**src/rtl/mem_block_engine.sv**
```systemverilog
// mem_block_engine
//   Bus initiator for a single-port word memory with a one-cycle registered read.
//   A start request either fills a destination range with a constant or copies a
//   source range to a destination range, one word at a time, while this block
//   drives the memory strobes. While busy it is the only master of the memory port.
//
// Ports
//   clk         rising-edge clock
//   rst         asynchronous, active-high reset
//   start       operation request, sampled only when idle
//   mode        0 = copy src -> dst, 1 = fill dst with fill_data
//   src, dst    base word addresses; only the low ADDR_BITS bits are used
//   len         word count (0 is legal, values above 2**ADDR_BITS are clamped)
//   fill_data   fill pattern
//   busy        operation in progress
//   done        one-cycle completion pulse
//   word_count  words written by the current or last operation
//   ram_cs      memory chip select
//   ram_rw      memory write enable (1 = write)
//   ram_addr    memory word address (upper bits above ADDR_BITS held at 0)
//   ram_wdata   memory write data
//   ram_rdata   memory read data, valid the cycle after a read strobe
//
// All outputs are decoded from registers only.

module mem_block_engine #(
  parameter int unsigned DATA_WIDTH = 16,
  parameter int unsigned ADDR_BITS  = 12,
  parameter int unsigned LEN_BITS   = 13
) (
  input  logic                  clk,
  input  logic                  rst,
  input  logic                  start,
  input  logic                  mode,
  input  logic [15:0]           src,
  input  logic [15:0]           dst,
  input  logic [LEN_BITS-1:0]   len,
  input  logic [DATA_WIDTH-1:0] fill_data,
  output logic                  busy,
  output logic                  done,
  output logic [LEN_BITS-1:0]   word_count,
  output logic                  ram_cs,
  output logic                  ram_rw,
  output logic [15:0]           ram_addr,
  output logic [DATA_WIDTH-1:0] ram_wdata,
  input  logic [DATA_WIDTH-1:0] ram_rdata
);

  localparam logic [2:0] StIdle   = 3'd0;
  localparam logic [2:0] StFillWr = 3'd1;
  localparam logic [2:0] StCpRd   = 3'd2;
  localparam logic [2:0] StCpLat  = 3'd3;
  localparam logic [2:0] StCpWr   = 3'd4;
  localparam logic [2:0] StDone   = 3'd5;

  localparam logic [LEN_BITS-1:0] MaxLen = LEN_BITS'(1 << ADDR_BITS);

  logic [2:0]            state_q, state_d;
  logic [ADDR_BITS-1:0]  src_q, src_d;
  logic [ADDR_BITS-1:0]  dst_q, dst_d;
  logic [LEN_BITS-1:0]   len_q, len_d;
  logic [LEN_BITS-1:0]   idx_q, idx_d;
  logic [LEN_BITS-1:0]   count_q, count_d;
  // Holds fill_data for fills and the word in flight for copies.
  logic [DATA_WIDTH-1:0] data_q, data_d;

  logic [LEN_BITS-1:0]   len_clamped;
  logic                  last_word;
  logic [ADDR_BITS-1:0]  src_addr;
  logic [ADDR_BITS-1:0]  dst_addr;

  // Address bits above ADDR_BITS are intentionally ignored.
  logic unused_addr_bits;
  assign unused_addr_bits = ^{src[15:ADDR_BITS], dst[15:ADDR_BITS]};

  assign len_clamped = (len > MaxLen) ? MaxLen : len;
  assign last_word   = (idx_q + LEN_BITS'(1)) == len_q;

  // Base plus index truncated to ADDR_BITS, so ranges wrap around the memory.
  assign src_addr = src_q + idx_q[ADDR_BITS-1:0];
  assign dst_addr = dst_q + idx_q[ADDR_BITS-1:0];

  always_comb begin
    state_d = state_q;
    src_d   = src_q;
    dst_d   = dst_q;
    len_d   = len_q;
    idx_d   = idx_q;
    count_d = count_q;
    data_d  = data_q;

    case (state_q)
      StIdle: begin
        if (start) begin
          src_d   = src[ADDR_BITS-1:0];
          dst_d   = dst[ADDR_BITS-1:0];
          len_d   = len_clamped;
          idx_d   = '0;
          count_d = '0;
          if (mode) begin
            data_d = fill_data;
          end
          if (len == '0) begin
            state_d = StDone;
          end else if (mode) begin
            state_d = StFillWr;
          end else begin
            state_d = StCpRd;
          end
        end
      end

      StFillWr: begin
        idx_d   = idx_q + LEN_BITS'(1);
        count_d = count_q + LEN_BITS'(1);
        if (last_word) begin
          state_d = StDone;
        end
      end

      StCpRd: begin
        state_d = StCpLat;
      end

      StCpLat: begin
        // The memory presents the word read in StCpRd during this cycle.
        data_d  = ram_rdata;
        state_d = StCpWr;
      end

      StCpWr: begin
        idx_d   = idx_q + LEN_BITS'(1);
        count_d = count_q + LEN_BITS'(1);
        state_d = last_word ? StDone : StCpRd;
      end

      StDone: begin
        state_d = StIdle;
      end

      default: begin
        state_d = StIdle;
      end
    endcase
  end

  always_ff @(posedge clk or posedge rst) begin
    if (rst) begin
      state_q <= StIdle;
      src_q   <= '0;
      dst_q   <= '0;
      len_q   <= '0;
      idx_q   <= '0;
      count_q <= '0;
      data_q  <= '0;
    end else begin
      state_q <= state_d;
      src_q   <= src_d;
      dst_q   <= dst_d;
      len_q   <= len_d;
      idx_q   <= idx_d;
      count_q <= count_d;
      data_q  <= data_d;
    end
  end

  // Moore output decode; reset forces StIdle, which drops every strobe at once.
  always_comb begin
    busy     = 1'b0;
    done     = 1'b0;
    ram_cs   = 1'b0;
    ram_rw   = 1'b0;
    ram_addr = '0;

    case (state_q)
      StFillWr: begin
        busy                    = 1'b1;
        ram_cs                  = 1'b1;
        ram_rw                  = 1'b1;
        ram_addr[ADDR_BITS-1:0] = dst_addr;
      end
      StCpRd: begin
        busy                    = 1'b1;
        ram_cs                  = 1'b1;
        ram_addr[ADDR_BITS-1:0] = src_addr;
      end
      StCpLat: begin
        busy                    = 1'b1;
        ram_addr[ADDR_BITS-1:0] = src_addr;
      end
      StCpWr: begin
        busy                    = 1'b1;
        ram_cs                  = 1'b1;
        ram_rw                  = 1'b1;
        ram_addr[ADDR_BITS-1:0] = dst_addr;
      end
      StDone: begin
        done = 1'b1;
      end
      default: begin
      end
    endcase
  end

  assign word_count = count_q;
  assign ram_wdata  = data_q;

endmodule

```
**config.mk**
```make
export PLATFORM = sky130hd
export DESIGN_NAME = mem_block_engine
export DESIGN_NICKNAME = d
export VERILOG_FILES = /design/src/rtl/mem_block_engine.sv
export SDC_FILE = /design/constraint.sdc
export NUM_CORES = 1
export LEC_CHECK = 0
export CORE_ASPECT_RATIO = 0.9
export CORE_MARGIN = 5
export CORE_UTILIZATION = 41
export CTS_CLUSTER_SIZE = 20
export DETAILED_ROUTE_END_ITERATION = 8
export GPL_TIMING_DRIVEN = 0
export HOLD_SLACK_MARGIN = 0.08
export PLACE_DENSITY = 0.78
export SETUP_SLACK_MARGIN = 0.3
export SLEW_MARGIN = 30
export SYNTH_ARGS = -nofsm -noshare
export SYNTH_HDL_FRONTEND = slang
export SYNTH_SLANG_ARGS = --single-unit
```
**constraint.sdc**
```tcl
create_clock -name clk -period 6.05 [get_ports clk]
set_input_delay 1.21 -clock clk [delete_from_list [all_inputs] [get_ports clk]]
set_output_delay 1.21 -clock clk [all_outputs]
set_load 0.01 [all_outputs]
```
Figure 1. The metal 1 layer.
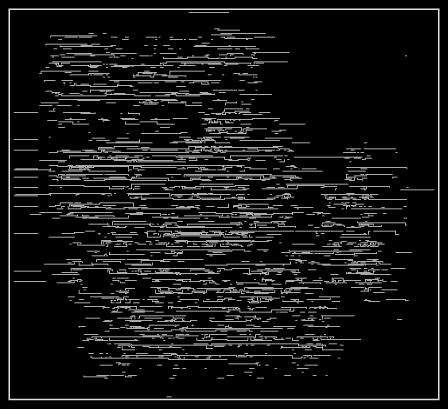
nets with wire on the layer: 692
main direction: horizontal
longest straight run: 48.8 um

Figure 2. M2 wires.
Bar = 20 um. Cells faint in the background.
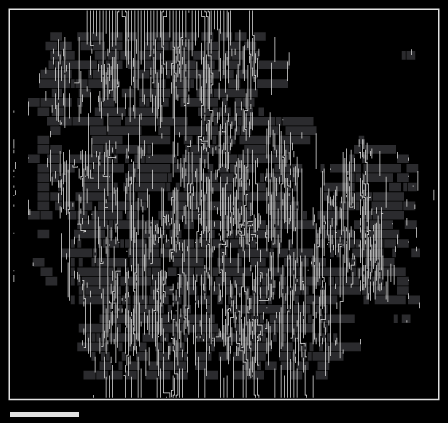
longest straight run: 50.0 um
wire length on this layer: 6410 um
share of all routed wire: 49%
via count: 4434
final WL: 13000 um

==> metrics.yaml <==
die_y_um: 112
flops: 82
flop_cell: "dfrtp_1"
met1_length_um: 5520
crit_path_max_incr_delay_ns: 0.56
buffers: 151
power_density_nw_per_um2: 508
ys_cells: 549
dpl.hpwl_um: 10000
critPathCapture: "ram_addr[10]"
seq_share: 0.315
met1_usage: 0.253
worstReg2RegEnd: "state_q[1]$_DFFE_PP0P_"
p_total_mw: 3.31
top_cell_area_share: 0.430
final_layout_size_suffix_gt1_frac: 0.0801
dr.pass1.iters: 5
grt_antenna_before_repair: 0
clock_area_frac: 0.0470
cts_made_buffers: 9
warning_count: 34
ys_sh_mux: 0.0503
status: "finished clean"
core_area_um2: 11400
Figure 3. The metal 3 layer.
Bar = 20 um.
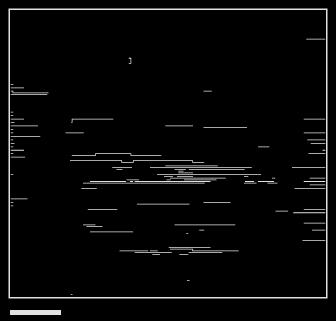
main direction: horizontal
share of all routed wire: 6.7%
nets with wire on the layer: 80
wire length on this layer: 868 um
longest straight run: 47.4 um
routing usage on met3: 0.0418

Figure 4. M4 wires.
Cells faint in the background.
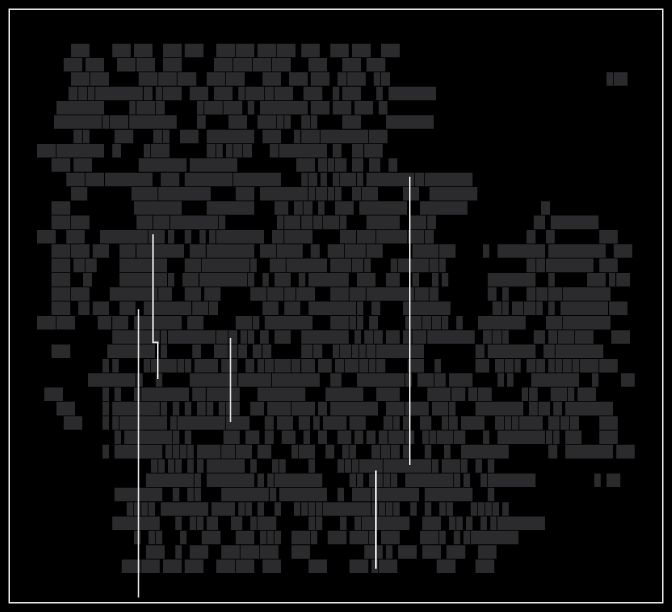
longest straight run: 54.4 um
share of all routed wire: 1.3%
main direction: vertical
nets with wire on the layer: 4
wire length on this layer: 171 um

-- state kept, by name, indices dropped and copies added (netlist names) --
signal and count:
len_q 13, ram_wdata 16, idx_q 13, word_count 13
dst_q 12, state_q 3, src_q 12
-- timing repair --
| action | in CTS | in global routing |
|---|---|---|
| resized | 3 | 6 |
| setup endpoints to repair | 3 | 4 |
| endpoints found under the hold margin | 0 | 0 |
| pin swaps | 0 | 1 |
| hold buffers | 0 | 0 |
| buffers inserted | 0 | 1 |
-- power groups by stage --
stage	Combinational, mW	Clock [mW]	Sequential, mW
after floorplan	1.08	0	0.919
after global placement	1.75	0	0.914
after detailed placement	1.81	0	0.925
after CTS	1.82	0.566	0.918
after global routing	2.02	0.592	0.944
final	1.83	0.560	0.921
Power is estimated from default activity; no workload was simulated.
